## config.mk

```make
export PLATFORM = sky130hd
export DESIGN_NAME = timer_ctrl
export DESIGN_NICKNAME = d
export VERILOG_FILES = /design/src/rtl/timer_pkg.sv /design/src/rtl/timer_irq_latch.sv /design/src/rtl/timer_ctrl.sv
export SDC_FILE = /design/constraint.sdc
export NUM_CORES = 1
export LEC_CHECK = 0
export CAP_MARGIN = 0
export CORE_ASPECT_RATIO = 0.8
export CORE_MARGIN = 5
export CORE_UTILIZATION = 43
export DETAILED_ROUTE_END_ITERATION = 10
export PLACE_DENSITY = 0.74
export REMOVE_ABC_BUFFERS = 1
export SYNTH_ARGS = -nofsm -noshare
export SYNTH_HDL_FRONTEND = slang
export SYNTH_HIERARCHICAL = 1
export SYNTH_SLANG_ARGS = --single-unit
```

## constraint.sdc

```tcl
create_clock -name clk -period 1.65 [get_ports clk]
set_clock_uncertainty 0.15 [all_clocks]
set_input_delay 0.4125 -clock clk [delete_from_list [all_inputs] [get_ports clk]]
set_output_delay 0.4125 -clock clk [all_outputs]
set_load 0.01 [all_outputs]
```

## src/rtl/timer_pkg.sv

```systemverilog
// Shared definitions for the timer sequencing controller: FSM states,
// control-byte field positions and the reload value used at reset.
package timer_pkg;

    typedef enum logic [2:0] {
        IDLE,
        LD_LO,
        LD_HI,
        LD_WE,
        RD_H0,
        RD_L,
        RD_H1
    } timer_ctrl_state_t;

    localparam int CTL_SEG     = 0;
    localparam int CTL_WE      = 1;
    localparam int CTL_INTEN   = 2;
    localparam int CTL_PER_LSB = 3;
    localparam int CTL_PER_MSB = 7;

    localparam logic [15:0] TMR_RELOAD_RST = 16'hFFFF;

endpackage

```

## src/rtl/timer_irq_latch.sv

```systemverilog
// Sticky interrupt pending/overrun flags; a new interrupt arriving in the
// same cycle as an acknowledge is kept pending rather than lost.
module timer_irq_latch
    import timer_pkg::*;
(
    input  logic clk,
    input  logic reset,
    input  logic irq_in,
    input  logic irq_ack,
    output logic irq_pending,
    output logic irq_overrun
);

    always_ff @(posedge clk) begin
        if (reset) begin
            irq_pending <= 1'b0;
            irq_overrun <= 1'b0;
        end else if (irq_in) begin
            irq_pending <= 1'b1;
            if (irq_ack)
                irq_overrun <= 1'b0;
            else if (irq_pending)
                irq_overrun <= 1'b1;
        end else if (irq_ack) begin
            irq_pending <= 1'b0;
            irq_overrun <= 1'b0;
        end
    end

endmodule

```

## src/rtl/timer_ctrl.sv

```systemverilog
// Sequences byte-serial reloads into the 8-bit-port timer, performs
// tear-free 16-bit readback of its count and latches its interrupt.
module timer_ctrl
    import timer_pkg::*;
#(
    parameter int MAX_RETRY = 2
) (
    input  logic        clk,
    input  logic        reset,
    input  logic [4:0]  cfg_period,
    input  logic        cfg_int_en,
    input  logic        load_req,
    input  logic [15:0] load_val,
    output logic        load_ack,
    input  logic        rd_req,
    output logic [15:0] rd_val,
    output logic        rd_valid,
    output logic        busy,
    input  logic        irq_in,
    input  logic        irq_ack,
    output logic        irq_pending,
    output logic        irq_overrun,
    output logic [7:0]  tmr_control,
    output logic [7:0]  tmr_set,
    input  logic [7:0]  tmr_read
);

    timer_ctrl_state_t state, next_state;

    logic [15:0] shadow;
    logic [4:0]  cfg_per;
    logic        cfg_int_en_q;
    logic [7:0]  h0;
    logic [7:0]  lo;
    logic [2:0]  retry;
    logic        seg;
    logic        we;
    logic        retry_left;

    assign retry_left = (retry < 3'(MAX_RETRY));
    assign busy       = (state != IDLE);

    always_ff @(posedge clk) begin
        if (reset)
            state <= IDLE;
        else
            state <= next_state;
    end

    // Timer-facing strobes depend only on registered state so the timer never
    // sees a glitch caused by a bus-side input.
    always_comb begin
        next_state = state;
        seg        = 1'b0;
        we         = 1'b0;
        tmr_set    = shadow[7:0];
        case (state)
            IDLE: begin
                if (load_req)
                    next_state = LD_LO;
                else if (rd_req)
                    next_state = RD_H0;
            end
            LD_LO: next_state = LD_HI;
            LD_HI: begin
                seg        = 1'b1;
                tmr_set    = shadow[15:8];
                next_state = LD_WE;
            end
            LD_WE: begin
                seg        = 1'b1;
                we         = 1'b1;
                tmr_set    = shadow[15:8];
                next_state = IDLE;
            end
            RD_H0: begin
                seg        = 1'b1;
                next_state = RD_L;
            end
            RD_L: next_state = RD_H1;
            RD_H1: begin
                seg = 1'b1;
                if (tmr_read != h0 && retry_left)
                    next_state = RD_L;
                else
                    next_state = IDLE;
            end
            default: next_state = IDLE;
        endcase
    end

    always_comb begin
        tmr_control                          = '0;
        tmr_control[CTL_PER_MSB:CTL_PER_LSB] = cfg_per;
        tmr_control[CTL_INTEN]               = cfg_int_en_q;
        tmr_control[CTL_WE]                  = we;
        tmr_control[CTL_SEG]                 = seg;
    end

    // A high byte that changed between the two samples means the low byte may
    // belong to either value, so the low byte is re-read against the newer high.
    always_ff @(posedge clk) begin
        if (reset) begin
            shadow       <= TMR_RELOAD_RST;
            cfg_per      <= '0;
            cfg_int_en_q <= 1'b0;
            h0           <= '0;
            lo           <= '0;
            retry        <= '0;
            rd_val       <= '0;
            load_ack     <= 1'b0;
            rd_valid     <= 1'b0;
        end else begin
            cfg_per      <= cfg_period;
            cfg_int_en_q <= cfg_int_en;
            load_ack     <= 1'b0;
            rd_valid     <= 1'b0;
            case (state)
                IDLE: begin
                    if (load_req)
                        shadow <= load_val;
                    else if (rd_req)
                        retry <= '0;
                end
                LD_WE: load_ack <= 1'b1;
                RD_H0: h0 <= tmr_read;
                RD_L:  lo <= tmr_read;
                RD_H1: begin
                    if (tmr_read == h0) begin
                        rd_val   <= {h0, lo};
                        rd_valid <= 1'b1;
                    end else if (retry_left) begin
                        h0    <= tmr_read;
                        retry <= retry + 3'd1;
                    end else begin
                        rd_val   <= {tmr_read, lo};
                        rd_valid <= 1'b1;
                    end
                end
                default: ;
            endcase
        end
    end

    timer_irq_latch u_irq_latch (
        .clk         (clk),
        .reset       (reset),
        .irq_in      (irq_in),
        .irq_ack     (irq_ack),
        .irq_pending (irq_pending),
        .irq_overrun (irq_overrun)
    );

endmodule

```

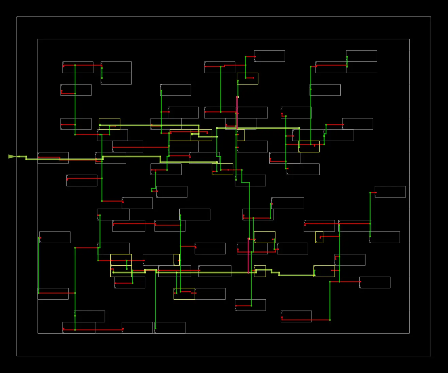
**Above:** clock routing.
final-layout clock buffer total: 12
CTS buffer count: 9
Seq Cell Count: 64
insertion delay of the later-clocked pin in the worst-skew pair: 0.33 ns
CTS Sinks: 64

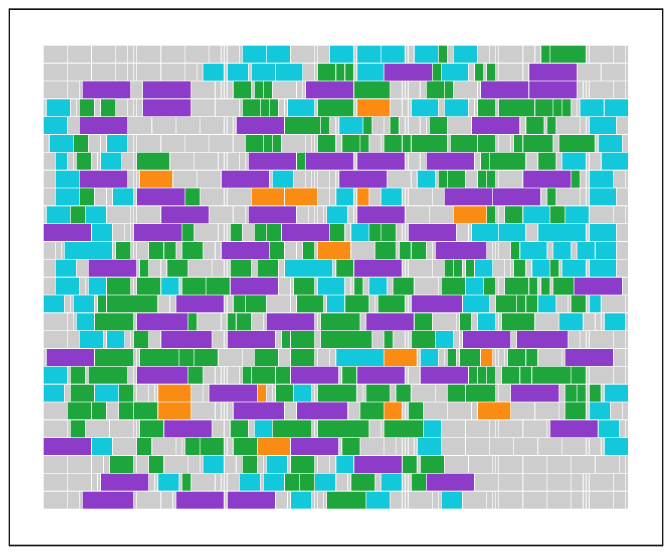
**Above:** cell classes on the final placement.
Fill, decap, tap and diode cells in gray.
flip-flops: drawn in purple, cells 64. clock drivers and dummy loads: drawn in orange, cells 15. other buffers and delay cells: drawn in cyan, cells 104. all other logic: drawn in green, cells 196.

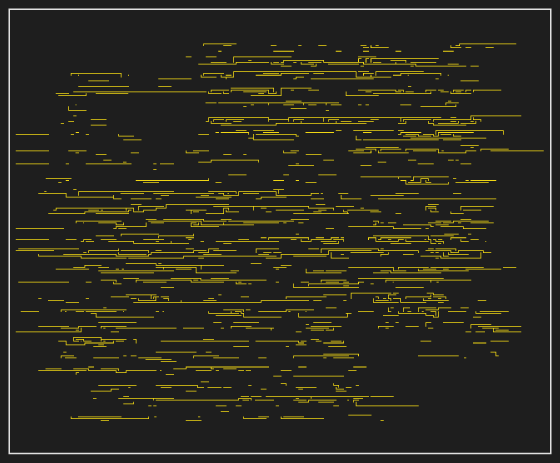
**Above:** M1 wires.
376 nets have wire on it. The wires run mostly horizontal. The longest straight run is 28.1 um. The layer holds 45% of the routed length. The layer carries 2910 um of wire.

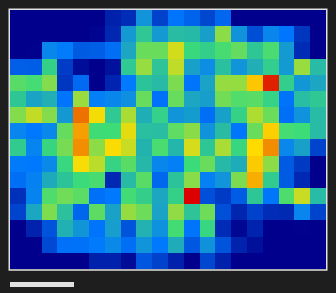
**Above:** wire density map.
The bar under the picture is 20 um long. 20 x 16 tiles, from dark blue (low) to red (high), scaled to the fullest tile. Values are wire area over tile area, all layers added.
The fullest tile reaches 0.39. The mean over all tiles is 0.13. 24% of the tiles are over half the peak. 16% of the tiles are nearly empty.

path summary, 6_finish.rpt:
path,start,to,slack (ns)
hold reg to reg,rd_val[4]$_SDFFE_PP0P_,rd_val[4]$_SDFFE_PP0P_,0.31
setup reg to reg,h0[4]$_SDFFE_PP0P_,h0[1]$_SDFFE_PP0P_,-0.04
setup / recovery,state[1]$_SDFFE_PP0P_,tmr_set[3],-0.31
hold / removal,rd_val[4]$_SDFFE_PP0P_,rd_val[4]$_SDFFE_PP0P_,0.31
power by group:
group	internal (W)	switching (W)	leakage [nW]
sequential	0.00167	0.0000797	0.527
combinational	0.000579	0.000447	1.28
clock	0.000614	0.000570	0.0882
routing by layer:
layer  global-route usage, %  routed length [um]  part of all wire [%]
met4                    2.86                  15                  0.23
met3                    7.22                 460                   7.1
met2                    26.9                3080                    48
met1                    19.8                2910                    45
met5                       0                   0                     0
through the flow:
step | std cells | area, sq um
after global placement | 445 | 3740
after detailed placement | 445 | 3740
final | 463 | 4060
after CTS | 462 | 4010
after floorplan | 260 | 2660
after global routing | 463 | 4060
synthesized netlist by cell type:
cell,instances
sky130_fd_sc_hd__xnor2_1,4
sky130_fd_sc_hd__buf_2,4
sky130_fd_sc_hd__buf_4,4
sky130_fd_sc_hd__nand4b_1,8
sky130_fd_sc_hd__a221o_1,1
sky130_fd_sc_hd__o21ai_1,8
sky130_fd_sc_hd__nand2_4,1
sky130_fd_sc_hd__a22o_1,1
sky130_fd_sc_hd__o21ai_0,2
sky130_fd_sc_hd__inv_1,4
sky130_fd_sc_hd__a21oi_1,4
sky130_fd_sc_hd__ha_1,1
sky130_fd_sc_hd__nor2b_1,7
sky130_fd_sc_hd__o21ai_4,1
sky130_fd_sc_hd__o211ai_4,1
sky130_fd_sc_hd__mux2i_1,24
sky130_fd_sc_hd__nand3_2,1
sky130_fd_sc_hd__nor2_1,15
sky130_fd_sc_hd__nor2_2,3
sky130_fd_sc_hd__buf_6,1
sky130_fd_sc_hd__nand2b_1,31
sky130_fd_sc_hd__mux2_2,8
sky130_fd_sc_hd__a31oi_1,1
sky130_fd_sc_hd__a21oi_2,1
sky130_fd_sc_hd__o21a_1,2
sky130_fd_sc_hd__or2b_1,3
sky130_fd_sc_hd__nor3_1,2
sky130_fd_sc_hd__nand4_4,1
sky130_fd_sc_hd__nand3b_1,16
sky130_fd_sc_hd__xnor2_2,4
sky130_fd_sc_hd__and2_1,2
sky130_fd_sc_hd__nand3_1,1
sky130_fd_sc_hd__nor3_2,1
sky130_fd_sc_hd__clkbuf_1,9
sky130_fd_sc_hd__inv_2,1
sky130_fd_sc_hd__nand4_2,1
sky130_fd_sc_hd__o31ai_1,2
sky130_fd_sc_hd__dfxtp_1,64
sky130_fd_sc_hd__nand2_1,33
cells in the final DEF, fill, tap and decap left out, drive strengths merged, types with 11 or more instances in the layout:
cell / Yosys / routed
dfxtp: 64 / 64
buf: 9 / 44
nand2: 34 / 34
nand2b: 31 / 31
dlygate4sd2: 0 / 28
clkdlybuf4s50: 0 / 26
mux2i: 24 / 24
nor2: 18 / 18
nand3b: 16 / 16
clkbuf: 9 / 12
o21ai: 11 / 11
==> flow_metrics.rpt <==
PHYSICAL IMPLEMENTATION REPORT
----------------------------------------------------
[Status]
  Result of the run ........................ finished, violations left
  Violations in the final reports ........................ negative setup slack

[Logic synthesis]
  Post-synthesis sequential element count ........................ 64
  Library cell with the largest summed area after synthesis ........................ sky130_fd_sc_hd__dfxtp_1
  Area contributors post-synth ........................ sky130_fd_sc_hd__dfxtp_1, sky130_fd_sc_hd__mux2i_1, sky130_fd_sc_hd__nand2b_1
  Yosys Warn Count ........................ 6
  Adders+Majority by Area ........................ 0.455%
  YS chip area ........................ 2750 sq um
  Count of different cell masters after synthesis ........................ 39
  Area share of xor/xnor cells in the synthesized design ........................ 3.64%
  Mean cell area of the mapped netlist ........................ 9.90 sq um
  Post-synthesis instance total ........................ 278
  Aoi share ........................ 6.23%
  Mux cell area share after synthesis ........................ 12.0%
  Fraction of the mapped netlist area in simple logic gates ........................ 27.0%
  Total standard cell area after synthesis ........................ 2750 sq um
  Number of cells in Yosys stat ........................ 278
  Seq/Total Area, Yosys ........................ 46.6%
  Largest non-sequential cell family by area ........................ simple AND/OR/NAND/NOR gates
  Area share of the leading cell type in the synthesized netlist ........................ 46.6%

[Finish]
  Fillcell total ........................ 522
  Final net count ........................ 412
  Logic inverters ........................ 5
  Multi-input gates ........................ 191
  Post-layout util ........................ 64.3%
  Buffers, non-clock ........................ 104
  Clk tree area frac ........................ 4.26%
  Share of final-layout standard cells stronger than drive strength 1 ........................ 26.9%
  Number of diodes added for antenna fixing ........................ 0
  Cell class with the largest area share ........................ multi-input combinational cells
  Registers with the most flip-flops ........................ rd_val x16, shadow x16
  Combinational cell area excluding buffers and inverters ........................ 1470 sq um
  P&R area growth vs syn ........................ 47.4%
  Flip-flop and latch share of the layout cell area ........................ 31.9%
  Combinational fraction of the cell area ........................ 36.2%
  Final non-clock buffer share ........................ 24.7%
  Area taken by flip-flops and latches ........................ 1290 sq um

[STA]
  Number of failing hold endpoints at the final stage ........................ 0
  RSZ-0062 raised after global routing ........................ true
  Relative slew margins ........................ 75.9%
  Transition at the pin with the smallest max-transition slack ........................ 0.362 ns
  Final setup margin ........................ -0.311 ns
  Time the final worst path needs with I/O delays and setup ........................ 1.96 ns
  Total count of max-transition violations in the final report ........................ 0
  Number of setup violations in the final report ........................ 17
  Final clock period utilization by the worst path ........................ 119%
  Worst hold-check slack ........................ 0.312 ns
  Max Fclk ........................ 0.510 GHz
  Setup TNS Final ........................ -2.85 ns

[Drt]
  Vias per inst ........................ 4.80
  First-pass detailed-route iteration total ........................ 4
  Vias after detailed routing ........................ 2223
  Number of remaining DRC errors ........................ 0
  Final Routed Wirelength ........................ 6470 um
  Number of routed nets with antenna violations ........................ 0
  Drt initial violations ........................ 74
  Wire length per cell ........................ 14.0 um

[Clocking]
  Resized Gates After CTS ........................ 116
  Cts hold-fix bufs ........................ 0
  Maximum root-to-sink buffer count ........................ 2
  Post-CTS setup buffers ........................ 2
  Clock Root Buffer ........................ sky130_fd_sc_hd__clkbuf_8
  Number of levels in the clock H-tree ........................ 3
  Clock tree from TritonCTS ........................ done
  Clock-pin slew on the worst setup and hold paths ........................ 0.06 ns

[Setup path]
  Cell occurring most often along the worst timing path ........................ sky130_fd_sc_hd__buf_6
  Path type of the worst setup path ........................ reg -> out
  Worst reg-to-reg path cell count ........................ 6
  CP cell instances ........................ inv_2 > nor2_4 > buf_6 > mux2_4 > buf_6
  Family of cells with the greatest summed delay on the critical path ........................ flip-flops
  Bufs and invs on worst path ........................ 3
  Endpoint kind of the worst setup timing path ........................ output pin
  Number of logic stages on the critical path including buffering ........................ 5
  Delay of the slowest cell on the worst path ........................ 0.33 ns
  Startpoint Class ........................ flip-flop
  Required time at the endpoint of the critical path ........................ 1.09 ns
  Worst-path maximum fanout ........................ 6
  Arrival time of data at the critical path endpoint ........................ 1.40 ns

[Global route]
  Pin count of the biggest net entering global routing ........................ 34
  Number of global-route vias before repair ........................ 2214
  Antenna violations before repair ........................ 0
  Global-route wire length before repair ........................ 10400 um
  Aggregate global routing overflow ........................ 0
  Total global-route track usage ........................ 16.2%

[Floorplan]
  Y dimension of the die ........................ 81.5 um
  Total die area ........................ 8110 sq um
  Pre-Place Util ........................ 43.6%
  Row Count ........................ 26
  # IOs ........................ 73
  Floorplan core area ........................ 6310 sq um
  X dimension of the die ........................ 99.4 um
  Number of tap cells inserted ........................ 84

[Flow run]
  Maximum Capacitance Violations ........................ 0
  Count of warning messages emitted by the tools ........................ 27

[Min path]
  Class of the most critical hold timing path ........................ reg -> reg
  Hold Path Depth ........................ 2

[Pwr]
  Worst-case vdd ir drop ........................ 0.000522 V
  Cell area power density ........................ 977 nW/um^2
  Design Power ........................ 0.00396 W
  Leakage power ........................ 1.89 nW

[Placement]
  Port Buf Inserts ........................ 72
  Placer's final routability congestion estimate ........................ 0.851
  Pre-CTS setup slack ........................ -0.625 ns
  Half-perimeter wire length of the detailed placement result ........................ 4360 um

----------------------------------------------------
Power is estimated from default activity; no workload was simulated.
